Figure 1. Ports around the boundary (run 1).
Pins as bars across the die edge, other pins in gray.
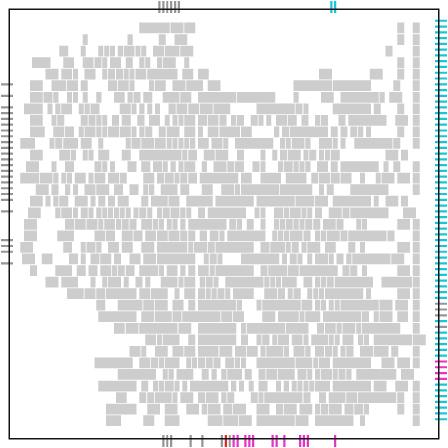
Figure 2. Routing congestion (run 1).
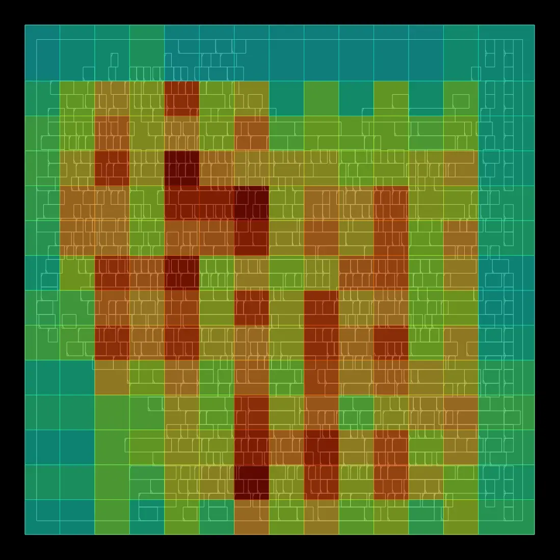
Figure 3. Metal layers overlaid (run 1).
Only two layers are drawn.
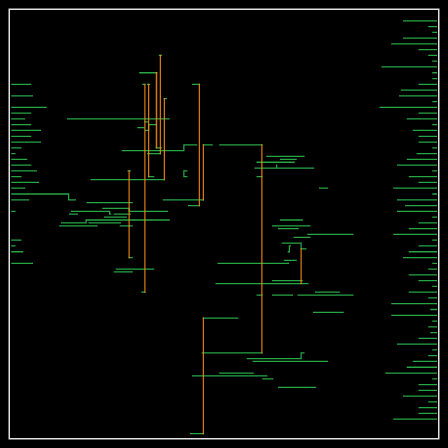
==> config.mk <==
export PLATFORM = sky130hd
export DESIGN_NAME = x32_to_fixed_pipe
export DESIGN_NICKNAME = d
export VERILOG_FILES = /design/src/rtl/x32_to_fixed_pipe.sv
export SDC_FILE = /design/constraint.sdc
export NUM_CORES = 1
export LEC_CHECK = 0
export ABC_AREA = 1
export CORE_MARGIN = 2
export CORE_UTILIZATION = 44
export DETAILED_ROUTE_END_ITERATION = 10
export HOLD_SLACK_MARGIN = 0.1
export PLACE_DENSITY = 0.84
export SETUP_SLACK_MARGIN = 0.15
export SLEW_MARGIN = 20
export SYNTH_ARGS = -nofsm -noshare
export SYNTH_HDL_FRONTEND = slang
export SYNTH_SLANG_ARGS = --single-unit
==> constraint.sdc <==
create_clock -name clk -period 1.9 [get_ports clk]
set_clock_uncertainty 0.1 [all_clocks]
set_input_delay 0.38 -clock clk [delete_from_list [all_inputs] [get_ports clk]]
set_output_delay 0.38 -clock clk [all_outputs]
set_load 0.02 [all_outputs]
==> Flow_metrics.wiki, run 1 <==
== Metrics ==
{| class="wikitable"
! Metric !! Value
|-
| Area enclosed by the die boundary || 10200 µm²
|-
| Xor/xnor share || 5.95%
|-
| Critical path required time || 2010 ps
|-
| Top area cell types || sky130_fd_sc_hd__dfrtp_1 33%, sky130_fd_sc_hd__nand2_1 14%, sky130_fd_sc_hd__buf_4 8.7%
|-
| Number of slew-limit violations in the final report || 0
|-
| Final worst path period need || 1820 ps
|-
| Run status || finished, final reports clean
|-
| Nets at Floorplan || 639
|-
| Area figure in the yosys stat output || 4120 µm²
|-
| Seq/Total Area, Yosys || 33.4%
|-
| Global route overflow || 0
|-
| Cell family with the largest share of critical-path delay || simple AND/OR/NAND/NOR gates
|-
| Commonest cells after routing, fill and taps aside || 140 x sky130_fd_sc_hd__nand2_1, 88 x sky130_fd_sc_hd__buf_4, 59 x sky130_fd_sc_hd__nor2_1, 57 x sky130_fd_sc_hd__dlygate4sd2_1, 54 x sky130_fd_sc_hd__dfrtp_1
|-
| Maximum number of pins on one net before global-route repair || 56
|-
| Ratio of final minimum period to clock period || 95.9%
|-
| Worst Max-Slew Pin Slew || 431 ps
|-
| Worst slew slack as a fraction of its limit || 71.3%
|-
| Count of clock tree sinks || 55
|-
| Net switching power || 1890 µW
|-
| Slack of the worst reg-to-reg path || 80 ps
|-
| Global-route wire length before repair || 18.5 mm
|-
| Final layout net count || 801
|-
| Largest incremental delay on the critical path || 400 ps
|-
| Highest fanout seen on the critical path || 2
|-
| Number of hold violations in the final report || 0
|-
| Number of placement rows || 35
|-
| Top-level port count || 122
|-
| Residual antenna-violating net count after detailed routing || 0
|-
| Tool warning count || 29
|-
| Initial DRT Pass Iterations || 5
|-
| Kind of start point of the critical path || register
|-
| Insertion delay at the late pin of the worst-skew pair || 320 ps
|-
| Power per unit of standard cell area || 737 nW/µm²
|-
| TritonCTS clock tree || built
|-
| Top achievable clock speed || 0.549 GHz
|-
| Path depth of the worst reg2reg path || 6
|-
| Initial cell density of the core || 45.0%
|-
| AO/OA Area Share || 11.6%
|-
| Registers, synthesis || 55
|-
| Proportion of power drawn by flip-flops and latches || 35.1%
|-
| Depth of the CTS H-tree || 2
|-
| RSZ-0062 raised after global routing || true
|-
| Number of flip-flops in the largest register || 18
|-
| Crit path depth || 6
|-
| Async set-or-reset flop fraction in the synthesized netlist || 100%
|-
| Static power due to leakage || 0.00298 µW
|-
| Leading register cell type out of synthesis || sky130_fd_sc_hd__dfrtp_1
|-
| Basic-gate share of the synthesized area counting and, or, nand and nor cells || 33.4%
|-
| Crit path kind || reg2reg
|-
| Count of routing violations after the opening detailed-route iteration || 248
|}
Notes on Figure 1 above:
magenta -> sat_count  # pins 16, direction output, edge 12 south, 4 east
red -> sat_clear  # pins 1, direction input, edge south
cyan -> out_data  # pins 64, direction output, edge 62 east, 2 north
all pins by edge = 70 east, 24 west, 20 south, 8 north
width of the chip: 101 µm
vertical die dimension: 101 µm
IO Port Bufs: 121

Notes on Figure 2 above:
met1 routing resource usage after global routing: 29.1%
met2 Resource Use GR: 38.9%
average wire per standard cell: 13.8 µm
total global routing track utilization: 22.3%
busiest metal layer after global routing: met2

Notes on Figure 3 above:
orange -> metal 4  # wire length 277 µm
green -> metal 3  # wire length 910 µm
routed wire length: 12.0 mm
via count: 4506

==> run 1: power groups by stage <==
stage                     sequential [µW]  clock [µW]  combinational [µW]
after global routing                 1550         726                2300
after CTS                            1520         696                2160
final                                1520         684                2130
after global placement               1540           0                2400
after floorplan                      1750           0                1390
after detailed placement             1550           0                2450
==> run 1: cell families (layout without fill, tap and decap cells) <==
group | count (synthesis) | count (layout)
xor gates and xnor gates | 28 | 28
adders and majority gates | 3 | 3
DFF | 55 | 55
buffers and inverters | 113 | 276
AOI/OAI and AO/OA | 87 | 87
and+or+nand+nor | 312 | 312
==> run 1: layout make-up <==
cell class	count	area [µm²]
Tap cell	111	139
Inverter	51	199
Multi-Input combinational cell	430	2370
Clock buffer	6	82.6
Sequential cell	55	1380
Timing Repair Buffer	217	1690
Fill cell	777	3270
Clock inverter	2	16.3
==> run 1: stage by stage <==
stage	util (%)	instance area, µm²	std cells	hold slack (ps)	setup slack (ps)
3_3_place_gp	61.4	5620	838	367	-525
5_1_grt	64.3	5880	872	407	29.0
6_report	64.3	5880	872	376	78.7
3_5_place_dp	61.4	5620	838	369	-541
2_1_floorplan	-	4130	598	346	14.0
4_1_cts	63.6	5820	860	389	18.9
==> run 1: worst min-delay path, delay by kind of cell <==
kind / cells / cell delay, ps
buffers and inverters: 3 / 800
==> run 1: routing by layer <==
layer	part of all wire [%]	up-vias	track usage [%]	routed length (µm)
li1	-	2191	-	-
met1	42	2080	29.1	5050
met2	48	210	38.9	5760
met3	7.6	25	1.87	909
met4	2.3	0	7.69	276
met5	0	-	0	0
==> run 1: repair_timing <==
item | 4_1_cts | 5_1_grt
resized | 148 | 160
buffers inserted | 13 | 12
gates cloned | 1 | 0
hold buffers | 0 | 0
hold endpoints to repair | 0 | 0
setup endpoints to repair | 92 | 66
pin swaps | 33 | 39
Figure 4. Clock network drawn from the DEF (run 1).
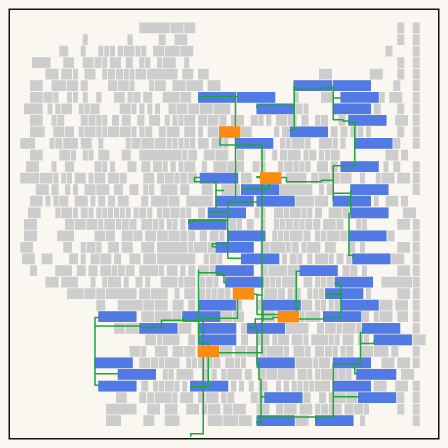

--- run 2 (diff from run 1) ---
--- a/config.mk
+++ b/config.mk
@@ -6,8 +6,9 @@
 export NUM_CORES = 1
 export LEC_CHECK = 0
 export ABC_AREA = 1
-export CORE_MARGIN = 2
+export CORE_MARGIN = 10
 export CORE_UTILIZATION = 44
+export CTS_CLUSTER_DIAMETER = 150
 export DETAILED_ROUTE_END_ITERATION = 10
 export HOLD_SLACK_MARGIN = 0.1
 export PLACE_DENSITY = 0.84
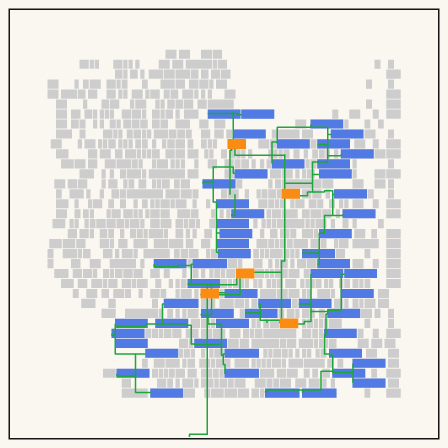
Figure 5: run 2, clock network drawn from the DEF.
orange -> clock drivers  # count 5
green -> clock wires  # length 600 µm
blue -> flip-flops  # count 55
routed clock nets = 6
insertion delay at the late pin of the worst-skew pair: 320 ps
fraction of power consumed by the clock network: 16.7%
total clock network power: 785 µW

==> Flow_metrics.wiki, run 2 <==
== Metrics ==
{| class="wikitable"
! Metric !! Value
|-
| Top achievable clock speed || 0.566 GHz (+3.0%)
|-
| Largest incremental delay on the critical path || 450 ps (+50 ps)
|-
| Final layout net count || 798 (-0.37%)
|-
| Met2 Resource Use GR || 32.5% (-6.4 points)
|-
| Number of hold violations in the final report || 0 (unchanged)
|-
| Async set-or-reset flop fraction in the synthesized netlist || 100% (unchanged)
|-
| Count of clock tree sinks || 55 (unchanged)
|-
| Residual antenna-violating net count after detailed routing || 0 (unchanged)
|-
| Area enclosed by the die boundary || 13600 µm² (+34%)
|-
| Busiest metal layer after global routing || met2
|-
| Via count || 4693 (+4.2%)
|-
| Metal1 wirelength || 5.64 mm (+12%)
|-
| Ratio of final minimum period to clock period || 93.1% (-2.8 points)
|-
| Run status || finished, final reports clean
|-
| Area figure in the yosys stat output || 4120 µm² (unchanged)
|-
| Initial DRT Pass Iterations || 7 (+2)
|-
| Met3 wire length || 1.45 mm (+59%)
|-
| Crit path depth || 7 (+1)
|-
| Tool warning count || 29 (unchanged)
|-
| Worst Max-Slew Pin Slew || 366 ps (-65.1 ps)
|-
| Final worst path period need || 1770 ps (-53.1 ps)
|-
| Vertical die dimension || 117 µm (+16%)
|-
| AO/OA Area Share || 11.6% (unchanged)
|-
| Worst slew slack as a fraction of its limit || 75.4% (+4.1 points)
|-
| Global-route wire length before repair || 20.7 mm (+12%)
|-
| Highest fanout seen on the critical path || 3 (+1)
|-
| Slack of the worst reg-to-reg path || 130 ps (+50 ps)
|-
| Static power due to leakage || 0.00300 µW (+0.97%)
|-
| Global route overflow || 0 (unchanged)
|-
| Routed wire length || 14.2 mm (+18%)
|}
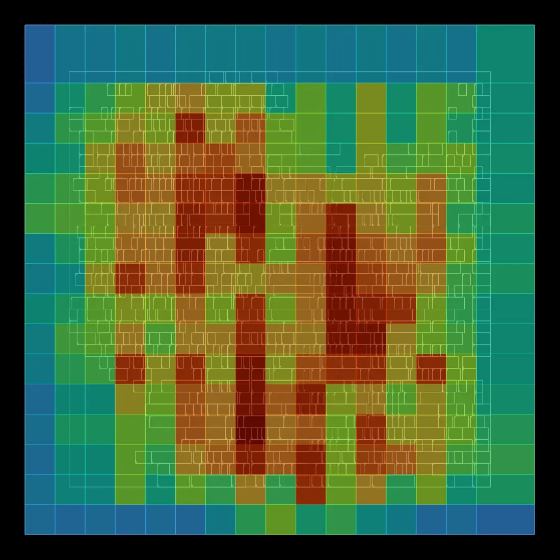
Figure 6: run 2, routing congestion.
average wire per standard cell: 16.3 µm
global-route track usage on met3: 3.98%
total global routing track utilization: 18.5%
met1 routing resource usage after global routing: 22.2%

run 2: final cells by class:
cell class                      instances  area [µm²]
Timing Repair Buffer                  214        1790
Clock inverter                          3        43.8
Fill cell                             726        3090
Multi-Input combinational cell        430        2470
Inverter                               51         204
Sequential cell                        55        1380
Tap cell                              111         139
Clock buffer                            5        68.8
run 2: through the flow:
| step | setup slack [ps] | instance area [µm²] | utilization, % | std cells |
|---|---|---|---|---|
| after floorplan | 14.0 | 4130 | - | 598 |
| after global placement | -528 | 5620 | 61.1 | 837 |
| after detailed placement | -552 | 5620 | 61.1 | 837 |
| after CTS | 35.2 | 5910 | 64.2 | 853 |
| after global routing | 36.7 | 6110 | 66.4 | 869 |
| final | 132 | 6110 | 66.4 | 869 |
run 2: worst reg2reg max path: stages (launching register included):
cell,delay (ps)
sky130_fd_sc_hd__dfrtp_1,450
sky130_fd_sc_hd__inv_2,90
sky130_fd_sc_hd__ha_1,170
sky130_fd_sc_hd__nand3_1,120
sky130_fd_sc_hd__o21ai_1,260
sky130_fd_sc_hd__o21ai_0,180
sky130_fd_sc_hd__xor2_1,180
sky130_fd_sc_hd__o21ai_0,160
run 2: cells by family (layout without fill, tap and decap cells):
family / count (synthesis) / count (layout)
flops: 55 / 55
xor+xnor: 28 / 28
buf+inv: 113 / 273
compound gates: 87 / 87
simple gates: 312 / 312
fa+ha+maj: 3 / 3
run 2: repair_timing:
action,4_1_cts,5_1_grt
hold endpoints to repair,0,0
buffers inserted,6,16
gates resized,229,123
pin swaps,31,45
endpoints found under the setup margin,94,59
gates cloned,2,0
hold buffers,0,0
run 2: power by group:
part	internal, µW	total (µW)	switching (µW)	leakage, µW
Clock	393	785	392	0.0000581
Combinational	904	2360	1460	0.00227
Sequential	1370	1540	167	0.000671
Power figures rest on the tool's default switching activity, not on a simulated workload.
